[config.mk]
export PLATFORM = sky130hd
export DESIGN_NAME = opb_register_simulink2ppc
export DESIGN_NICKNAME = d
export VERILOG_FILES = /design/src/rtl/opb_register_simulink2ppc.sv
export SDC_FILE = /design/constraint.sdc
export NUM_CORES = 1
export LEC_CHECK = 0
export CAP_MARGIN = 0
export CORE_UTILIZATION = 44
export CTS_CLUSTER_SIZE = 20
export DETAILED_ROUTE_END_ITERATION = 16
export PLACE_DENSITY = 0.84
export RECOVER_POWER = 100
export SLEW_MARGIN = 20
export SYNTH_ARGS = -nofsm -noshare
export SYNTH_HDL_FRONTEND = slang
export SYNTH_SLANG_ARGS = --single-unit
[constraint.sdc]
create_clock -name OPB_Clk -period 3.7 [get_ports OPB_Clk]
set_clock_uncertainty 0.2 [all_clocks]
set_input_delay 1.11 -clock OPB_Clk [delete_from_list [all_inputs] [get_ports OPB_Clk]]
set_output_delay 1.11 -clock OPB_Clk [all_outputs]
set_load 0.01 [all_outputs]
[src/rtl/opb_register_simulink2ppc.sv]
// OPB slave carrying a 32-bit fabric word to the PowerPC. Exposes the captured value,
// sticky new/overflow flags and a capture count, with a software freeze/clear control word.
module opb_register_simulink2ppc #(
  parameter logic [31:0] C_BASEADDR   = 32'h01001300,
  parameter logic [31:0] C_HIGHADDR   = 32'h010013FF,
  parameter int unsigned C_OPB_AWIDTH = 32,
  parameter int unsigned C_OPB_DWIDTH = 32,
  parameter string       C_FAMILY     = "virtex5"
) (
  input  logic                    OPB_Clk,
  input  logic                    OPB_Rst,
  output logic [0:C_OPB_DWIDTH-1] Sl_DBus,
  output logic                    Sl_errAck,
  output logic                    Sl_retry,
  output logic                    Sl_toutSup,
  output logic                    Sl_xferAck,
  input  logic [0:C_OPB_AWIDTH-1] OPB_ABus,
  input  logic [0:3]              OPB_BE,
  input  logic [0:C_OPB_DWIDTH-1] OPB_DBus,
  input  logic                    OPB_RNW,
  input  logic                    OPB_select,
  input  logic                    OPB_seqAddr,
  input  logic [31:0]             user_data_in,
  input  logic                    user_valid,
  output logic                    user_ack
);

  localparam logic [1:0] IDX_DATA   = 2'd0;
  localparam logic [1:0] IDX_STATUS = 2'd1;
  localparam logic [1:0] IDX_CTRL   = 2'd2;
  localparam logic [1:0] IDX_COUNT  = 2'd3;

  localparam string unused_family = C_FAMILY;

  logic        ack_q;
  logic        user_ack_q;
  logic [31:0] dbus_q;
  logic [31:0] data_q;
  logic [31:0] count_q;
  logic        new_q;
  logic        ovf_q;
  logic        freeze_q;

  logic        hit;
  logic        start;
  logic [1:0]  idx;
  logic        cap;
  logic        ctl_wr;
  logic        clr_wr;
  logic [31:0] rd_mux;
  logic        unused_inputs;

  assign hit   = OPB_select && (OPB_ABus >= C_BASEADDR) && (OPB_ABus <= C_HIGHADDR);
  // A held select can only start a new transfer once the previous ack has dropped.
  assign start = hit && !ack_q;
  assign idx   = OPB_ABus[28:29];

  assign cap    = user_valid && !freeze_q;
  assign ctl_wr = start && !OPB_RNW && (idx == IDX_CTRL) && OPB_BE[3];
  assign clr_wr = ctl_wr && OPB_DBus[30];

  always_comb begin
    rd_mux = '0;
    case (idx)
      IDX_DATA:   rd_mux = data_q;
      IDX_STATUS: rd_mux = {29'd0, freeze_q, ovf_q, new_q};
      IDX_CTRL:   rd_mux = {31'd0, freeze_q};
      IDX_COUNT:  rd_mux = count_q;
      default:    rd_mux = '0;
    endcase
  end

  always_ff @(posedge OPB_Clk) begin
    if (OPB_Rst) begin
      ack_q      <= 1'b0;
      user_ack_q <= 1'b0;
      dbus_q     <= '0;
      data_q     <= '0;
      count_q    <= '0;
      new_q      <= 1'b0;
      ovf_q      <= 1'b0;
      freeze_q   <= 1'b0;
    end else begin
      ack_q      <= start;
      user_ack_q <= start && OPB_RNW && (idx == IDX_DATA);
      dbus_q     <= (start && OPB_RNW) ? rd_mux : '0;

      if (ctl_wr) freeze_q <= OPB_DBus[31];
      if (cap)    data_q   <= user_data_in;

      // Clear is applied first so a coincident capture counts as the first one.
      if (clr_wr)   count_q <= cap ? 32'd1 : 32'd0;
      else if (cap) count_q <= count_q + 32'd1;

      // user_ack_q marks the DATA read's ack cycle; a capture there keeps new set.
      if (cap)                          new_q <= 1'b1;
      else if (clr_wr || user_ack_q)    new_q <= 1'b0;

      if (clr_wr)                                ovf_q <= 1'b0;
      else if (cap && new_q && !user_ack_q)      ovf_q <= 1'b1;
    end
  end

  assign Sl_DBus    = dbus_q;
  assign Sl_xferAck = ack_q;
  assign user_ack   = user_ack_q;
  assign Sl_errAck  = 1'b0;
  assign Sl_retry   = 1'b0;
  assign Sl_toutSup = 1'b0;

  assign unused_inputs = ^{OPB_seqAddr, OPB_DBus[0:29], OPB_BE[0:2]};

endmodule
run_1/clock_wires.png
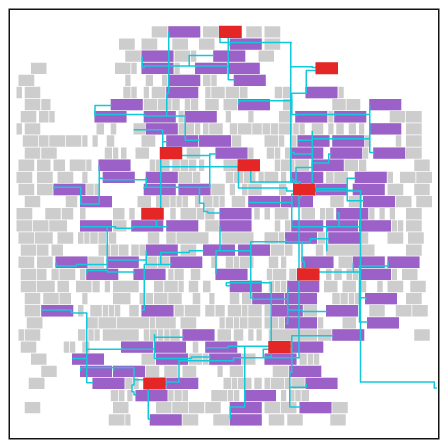
[red] clock-net drivers | count: 9
[cyan] clock wires | length: 1100 µm
[purple] flip-flops | count: 101
routed clock nets	10

run_1/closeup.png
The bar under the picture is 10 µm long. Window x 36 to 61, y 16 to 41 µm. Cells in grey, sequential cells in the stronger grey; small squares are vias.
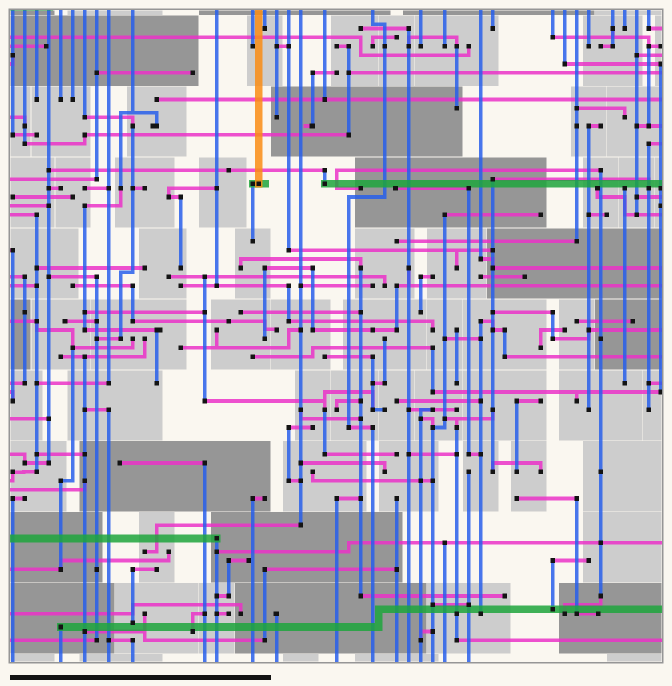
colour	layer
blue	M2
orange	M4
magenta	M1
green	M3
cells with their middle in the window	56
most frequent	nor2_1 (10), dfxtp_1 (9), nand2_1 (6)
netlist names of flops here include	count_q (6), Sl_DBus (2)
sequential cells in the window	9

run_1/placed.png
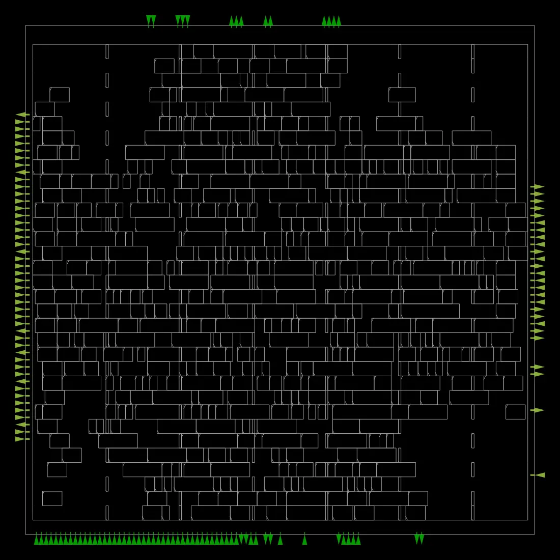
flip-flops: 101
tap cell count: 105
final core occ: 61.7%
row cnt: 33

run_1/route_heat.png
19 x 19 tiles, from black (low) to pale yellow (high), scaled to the fullest tile. Values are wire area over tile area, all layers added.
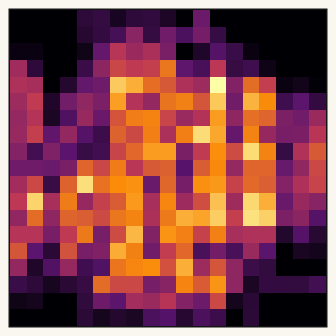
tiles over half the peak	33%
fullest tile	0.43
mean over tiles	0.15

==> metrics.cfg, run 1 <==
[final_timing]
setup_ws_ns = 0.207
rsz0062_at_grt = false
clock.fmax_mhz = 286
final-hold-violation-count = 0

[grt]
grt_use_met2_pct = 37.1
grt_start_max_net_pins = 39
antenna_found_initial = 0

[worst_setup_path]
cp.required_ns = 3.76
cp_max_fo = 31
setup.worst_path.start_class = primary input
critical_path.cell_chain = dlygate4sd3_1, or4_4, or4_1, nor3_1, or2_1, buf_12, nor2_1
critical_path.max_stage_delay_ns = 0.60
critPathLaunch = OPB_ABus[12]
rrSetupSlack_ns = 1.40
crit_arrival_ns = 3.55

[logic_synthesis]
syn_inst = 428
xor_area_share_pct = 6.75
ys_seq_share_pct = 52.0
simple_gate_share_pct = 22.7
synthAdderAreaFrac_pct = 0.322
synthAoiAreaFrac_pct = 12.1
ys_cells = 428
top_logic_kind = simple AND/OR/NAND/NOR gates

[finish]
nonClkBufAreaFrac_pct = 21.3
nMultiInputCombCells = 295
instances_no_fill = 629
top_area_cell_class = sequential cells
postLayoutCellArea_mm2 = 0.00517
fin_nets = 626

[route]
drtPass1Iterations = 4
wirelength_mm = 8.88
top_layer_used = met4
routed-wl-met2_mm = 4.48

[power_and_ir_drop]
pg_comb_uw = 146
clock_power_uw = 751
powerDensity_mw_per_mm2 = 390

[outcome]
status = completed

[clock_network]
htreeDepth = 3
cts_buffers = 9
worst_setup_hold_path_clk_slew_ns = 0.10

[floorplan]
initial_core_util_pct = 46.4
die_area_mm2 = 0.00922

## Run 2: what changed since run 1
Settings changed: ABC_CLOCK_PERIOD_IN_PS set to 3700.
==> metrics.cfg, run 2 <==
[finish]
nMultiInputCombCells = 295  ; unchanged
nonClkBufAreaFrac_pct = 21.3  ; unchanged
postLayoutCellArea_mm2 = 0.00517  ; unchanged
fin_util_pct = 61.7  ; unchanged

[logic_synthesis]
synthAdderAreaFrac_pct = 0.322  ; unchanged
top_logic_kind = simple AND/OR/NAND/NOR gates
syn_inst = 428  ; unchanged
ys_cells = 428  ; unchanged
simple_gate_share_pct = 22.7  ; unchanged

[floorplan]
row_count = 33  ; unchanged
die_area_mm2 = 0.00922  ; unchanged
tapCellCount = 105  ; unchanged

[final_timing]
clock.fmax_mhz = 286  ; unchanged
setup_ws_ns = 0.207  ; unchanged

[clock_network]
htreeDepth = 3  ; unchanged
cts_buffers = 9  ; unchanged

[route]
top_layer_used = met4
routed-wl-met2_mm = 4.48  ; unchanged
drtPass1Iterations = 4  ; unchanged

[worst_setup_path]
setup.worst_path.start_class = primary input
crit_arrival_ns = 3.55  ; about the same
cp_max_fo = 31  ; unchanged
critPathLaunch = OPB_ABus[12]
cp.required_ns = 3.76  ; about the same

[outcome]
status = completed

[grt]
grt_use_met2_pct = 37.1  ; unchanged
grt_start_max_net_pins = 39  ; unchanged
antenna_found_initial = 0  ; unchanged

[power_and_ir_drop]
pg_comb_uw = 146  ; about the same

run_2/placed.png
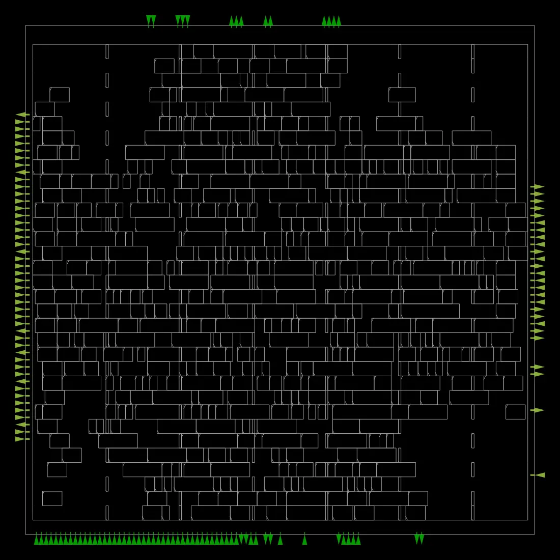
final instance count without filler cells: 629
fill count: 707
sequential portion of the cell area: 39.1%

run_2/route_heat.png
19 x 19 tiles, from black (low) to pale yellow (high), scaled to the fullest tile. Values are wire area over tile area, all layers added.
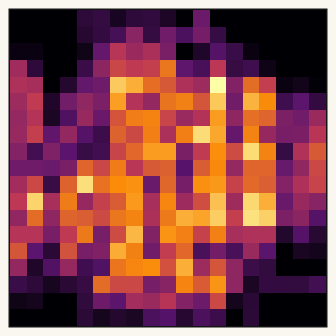
final wirelength: 8.88 mm
DR WL/cell: 14.1 µm
all-layer global routing usage: 21.1%

